### Gate-type map

Scale: 2 px per um.
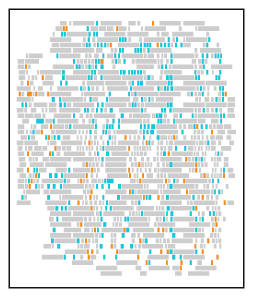
### Met1 routing

Scale: 2 px per um.
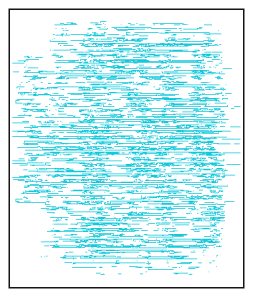
### Sequential cells colored by netlist name

Scale: 3 px per um. Other sequential cells in the stronger gray, the rest of the logic in the fainter gray.
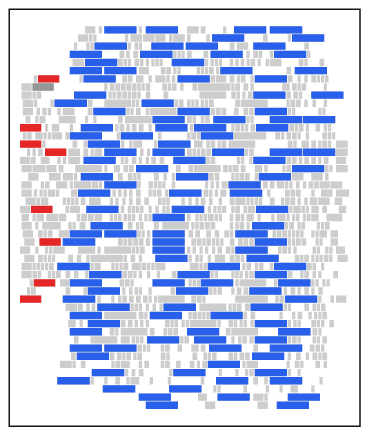
### Track usage over the die

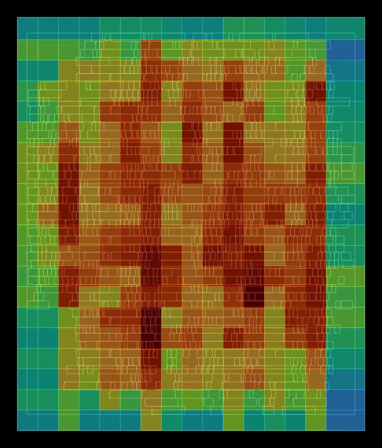
### A small window of the routed layout

Window x 75 to 100, y 91 to 116 um. Cells in gray, sequential cells in the stronger gray; small squares are vias.
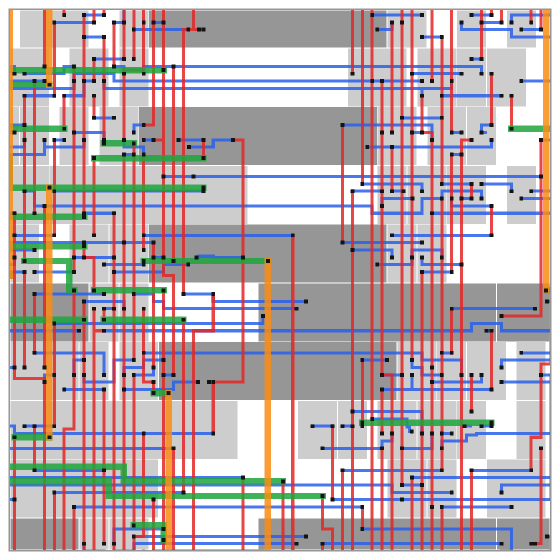
--- config.mk ---
export PLATFORM = sky130hd
export DESIGN_NAME = regfile
export DESIGN_NICKNAME = d
export VERILOG_FILES = /design/src/rtl/regfile_pkg.sv /design/src/rtl/regfile.sv
export SDC_FILE = /design/constraint.sdc
export NUM_CORES = 1
export LEC_CHECK = 0
export ABC_AREA = 1
export CAP_MARGIN = 0
export CORE_ASPECT_RATIO = 1.2
export CORE_MARGIN = 3
export CORE_UTILIZATION = 52
export DETAILED_ROUTE_END_ITERATION = 10
export GPL_TIMING_DRIVEN = 0
export PLACE_DENSITY = 0.78
export SYNTH_ARGS = -nofsm -noshare
export SYNTH_HDL_FRONTEND = slang
export SYNTH_SLANG_ARGS = --single-unit
--- constraint.sdc ---
create_clock -name clk -period 2.84 [get_ports clk]
set_input_delay 0.568 -clock clk [delete_from_list [all_inputs] [get_ports clk]]
set_output_delay 0.568 -clock clk [all_outputs]
set_load 0.05 [all_outputs]
--- src/rtl/regfile_pkg.sv ---
`default_nettype none
// ============================================================================
//  Module      : regfile_pkg
//  Description : Shared defaults and helpers for the register file.
//                Holds the default data width and register count, the
//                address-width derivation and the hard-wired zero
//                register index.
//  Revision    : 1.0 - initial release
// ============================================================================
package regfile_pkg;

  localparam int DATA_W_DEFAULT   = 16;
  localparam int NUM_REGS_DEFAULT = 8;
  localparam int ZERO_REG         = 0;

  // Index width for n registers. At least one bit, so a degenerate
  // one- or two-entry file still has a usable index port.
  function automatic int addr_w_f(input int n);
    return (n <= 2) ? 1 : $clog2(n);
  endfunction

endpackage
`default_nettype wire

--- src/rtl/regfile.sv ---
`default_nettype none
// ============================================================================
//  Module      : regfile
//  Description : Two-read / one-write register file with a hard-wired zero
//                register, overflow-qualified writes, a sticky overflow flag
//                and an 8-bit committed-write counter.
//  Optional    : REGFILE_BYPASS_EN - when defined, a read port addressing the
//                register being committed this cycle returns WriteData
//                combinationally.
//  Ports       : clk, rst_n (sync, active-low)
//                ReadReg1/ReadReg2 -> ReadData1/ReadData2 (combinational)
//                WriteReg, RegWrite, WriteData, Overflow - write port
//                ClearFlag     - clears OverflowFlag (a same-cycle set wins)
//                OverflowFlag  - sticky, set by any overflow-suppressed write
//                WriteCount    - committed writes, modulo 256
//  Revision    : 1.0 - initial release
// ============================================================================
module regfile
  import regfile_pkg::*;
#(
  parameter  int DATA_W   = DATA_W_DEFAULT,
  parameter  int NUM_REGS = NUM_REGS_DEFAULT,
  localparam int ADDR_W   = addr_w_f(NUM_REGS)
) (
  input  logic              clk,
  input  logic              rst_n,
  input  logic [ADDR_W-1:0] ReadReg1,
  input  logic [ADDR_W-1:0] ReadReg2,
  input  logic [ADDR_W-1:0] WriteReg,
  input  logic              RegWrite,
  input  logic [DATA_W-1:0] WriteData,
  input  logic              Overflow,
  input  logic              ClearFlag,
  output logic [DATA_W-1:0] ReadData1,
  output logic [DATA_W-1:0] ReadData2,
  output logic              OverflowFlag,
  output logic [7:0]        WriteCount
);

  // Register count expressed at index width plus one, so the range check
  // also works when NUM_REGS is an exact power of two.
  localparam logic [ADDR_W:0]   NUM_REGS_W = NUM_REGS[ADDR_W:0];
  localparam logic [ADDR_W-1:0] ZERO_IDX   = ZERO_REG[ADDR_W-1:0];

  logic [DATA_W-1:0] regs_q [NUM_REGS];
  logic              flag_q, flag_d;
  logic [7:0]        count_q, count_d;

  logic              w_commit;
  logic              w_suppress;
  logic [DATA_W-1:0] w_rd1_arr;
  logic [DATA_W-1:0] w_rd2_arr;

  // An index is live when it names a real, writable register.
  function automatic logic idx_live(input logic [ADDR_W-1:0] idx);
    return ({1'b0, idx} < NUM_REGS_W) && (idx != ZERO_IDX);
  endfunction

  assign w_commit   = RegWrite && !Overflow && idx_live(WriteReg);
  assign w_suppress = RegWrite && Overflow;

  always_comb begin
    flag_d  = flag_q;
    count_d = count_q;
    if (w_suppress) begin
      flag_d = 1'b1;            // set has priority over a same-cycle clear
    end else if (ClearFlag) begin
      flag_d = 1'b0;
    end
    if (w_commit) begin
      count_d = count_q + 8'd1; // wraps naturally at 8 bits
    end
  end

  always_ff @(posedge clk) begin
    if (!rst_n) begin
      for (int i = 0; i < NUM_REGS; i++) begin
        regs_q[i] <= '0;
      end
      flag_q  <= 1'b0;
      count_q <= '0;
    end else begin
      if (w_commit) begin
        regs_q[WriteReg] <= WriteData;
      end
      flag_q  <= flag_d;
      count_q <= count_d;
    end
  end

  // Dead indices (zero register, out-of-range) read as zero regardless of
  // what the storage holds.
  assign w_rd1_arr = idx_live(ReadReg1) ? regs_q[ReadReg1] : '0;
  assign w_rd2_arr = idx_live(ReadReg2) ? regs_q[ReadReg2] : '0;

`ifdef REGFILE_BYPASS_EN
  // w_commit already excludes index 0, out-of-range and suppressed writes;
  // rst_n is added so nothing is forwarded while the file is being cleared.
  logic w_byp1, w_byp2;
  assign w_byp1    = w_commit && rst_n && (ReadReg1 == WriteReg);
  assign w_byp2    = w_commit && rst_n && (ReadReg2 == WriteReg);
  assign ReadData1 = w_byp1 ? WriteData : w_rd1_arr;
  assign ReadData2 = w_byp2 ? WriteData : w_rd2_arr;
`else
  assign ReadData1 = w_rd1_arr;
  assign ReadData2 = w_rd2_arr;
`endif

  assign OverflowFlag = flag_q;
  assign WriteCount   = count_q;

endmodule
`default_nettype wire
==> impl_metrics.ini <==
; implementation run metrics
[layout]
ff_latch_area_sq_mm = 0.00402
flop-count = 137
final_cell_mix = nor2_1 (232), nand2_1 (167), edfxtp_1 (128), o21ai_0 (109), inv_1 (82)
dominant_cells = registers
nets = 1100
n_antenna_cell = 0

[routing]
avgRoutedWirePerCell_um = 20.9
num_vias = 7495
drc = 0
drt-total-wl_um = 26200
drt_iter0_drc = 1101

[sta]
fin_skew_ns = 0.00396
final-hold-violation-count = 0
slew_headroom = 0.331
worst_hold_slack_ns = 0.470
drv_slew = 0
setup_slack_ns = 0.0343
setup_violations = 0

[critical_path]
worstPathArrival_ns = 2.24
crit_required_ns = 2.27
startpoint_type = input pin
reg2reg_to = WriteCount[6]
reg2reg_slack_ns = 1.64

[place]
place.gp.congestion = 0.989
placed_area_sq_mm = 0.00854
place_ws_ns = -0.981
dp_hpwl_um = 17000
io_buffers = 65

[die]
io_pins = 71
well_tap_count = 171
core_area_sq_mm = 0.0141

[power_and_ir_drop]
power_leakage_uw = 0.00395
ir_worst_vdd_mv = 0.348
power_density_mw_per_mm2 = 627

[cts]
clk_latency_ns = 0.43
cts_root_buf = clkbuf_16

[global_route]
grt_usage = 0.329
first_global_vias = 7308
grt_pass1_wl_um = 39600
grt_overflow_total = 0

[worst_hold_path]
min_from = OverflowFlag

[run_status]
status = finished clean

[synthesis]
synth.distinct_cells = 29
ys_chip_area_sq_mm = 0.00761

[run]
maxCapViolCount = 0
-- 'Gate-type map' (at the start) --
inv cells -> orange  # cells 87, where all over the die
nor cells -> cyan  # cells 284, where all over the die
multi-input gate share of total cell area: 0.332
Finished Layout Cells: 1,253
most instantiated logic cell after routing: nor2_1

-- 'Met1 routing' (at the start) --
nets with wire on the layer = 1,024
wire length on this layer = 9,060 um
share of all routed wire = 35%
longest straight run = 59.3 um
main direction = horizontal

-- 'Sequential cells colored by netlist name' (at the start) --
`WriteCount` -> red  # placed flops 8
`regs_q` -> blue  # placed flops 128

-- 'Track usage over the die' (at the start) --
global routing usage on met3: 0.0768
Final Util: 0.665
M1 GR Usage: 0.412

-- 'A small window of the routed layout' (at the start) --
metal 1 -> blue
metal 3 -> green
metal 2 -> red
metal 4 -> orange
netlist names of flops here include = `regs_q` (6)
most frequent = nor2_1 (20), o21ai_0 (13), edfxtp_1 (6)
cells with their middle in the window = 59
sequential cells in the window = 6

[through the flow]
stage | std cells | setup TNS, ns | total power [uW] | util
after CTS | 1253 | -0.00922 | 5780 | 0.659
after global routing | 1253 | 0 | 6000 | 0.665
final | 1253 | 0 | 5860 | 0.665
after floorplan | 983 | 0 | 3000 | -
after global placement | 1219 | -118.49 | 3350 | 0.607
after detailed placement | 1219 | -89.19 | 3360 | 0.608
[critical path: stages]
cell and delay (ns):
clkbuf_2 0.18, clkinv_1 0.21, clkbuf_2 0.28, nand2_1 0.11, nand3_1 0.06, nand3_1 0.15, nand2_1 0.10, nor2_1 0.16
clkdlybuf4s15_2 0.40
[cells by family (layout without fill, tap and decap cells)]
logic type,Yosys count,after routing,synth area share
flip-flops,137,137,0.529
AND-OR/OR-AND,164,164,0.110
adder cells (fa/ha/maj),1,1,0.00164
AND/OR/NAND/NOR,516,516,0.278
XOR/XNOR,1,1,0.00115
buffers and inverters,148,247,0.0805
other,1,16,0.000493
[worst min path at each step]
| stage | to | slack, ns | cells after the start |
|---|---|---|---|
| after floorplan | OverflowFlag | 0.68 | 2 |
| after global placement | OverflowFlag | 0.45 | 2 |
| after detailed placement | OverflowFlag | 0.46 | 2 |
| after CTS | OverflowFlag | 0.47 | 2 |
| after global routing | OverflowFlag | 0.50 | 2 |
| final | OverflowFlag | 0.47 | 2 |
[registers in the layout, indices dropped and copies added (netlist names)]
signal,flops
WriteCount,8
OverflowFlag,1
regs_q,128
[metal layers]
layer	up-vias	GRT usage	part of all wire
met4	0	0.177	0.065
li1	3372	-	-
met2	603	0.522	0.47
met1	3381	0.412	0.35
met3	139	0.0768	0.12
met5	-	0	0
[report_power, final]
group / internal, uW / leakage (uW) / switching (uW)
registers: 2320 / 0.00130 / 53.5
clock network: 1560 / 0.000307 / 913
logic: 276 / 0.00234 / 728
No activity file was given, so power comes from the tool's default toggle rates.
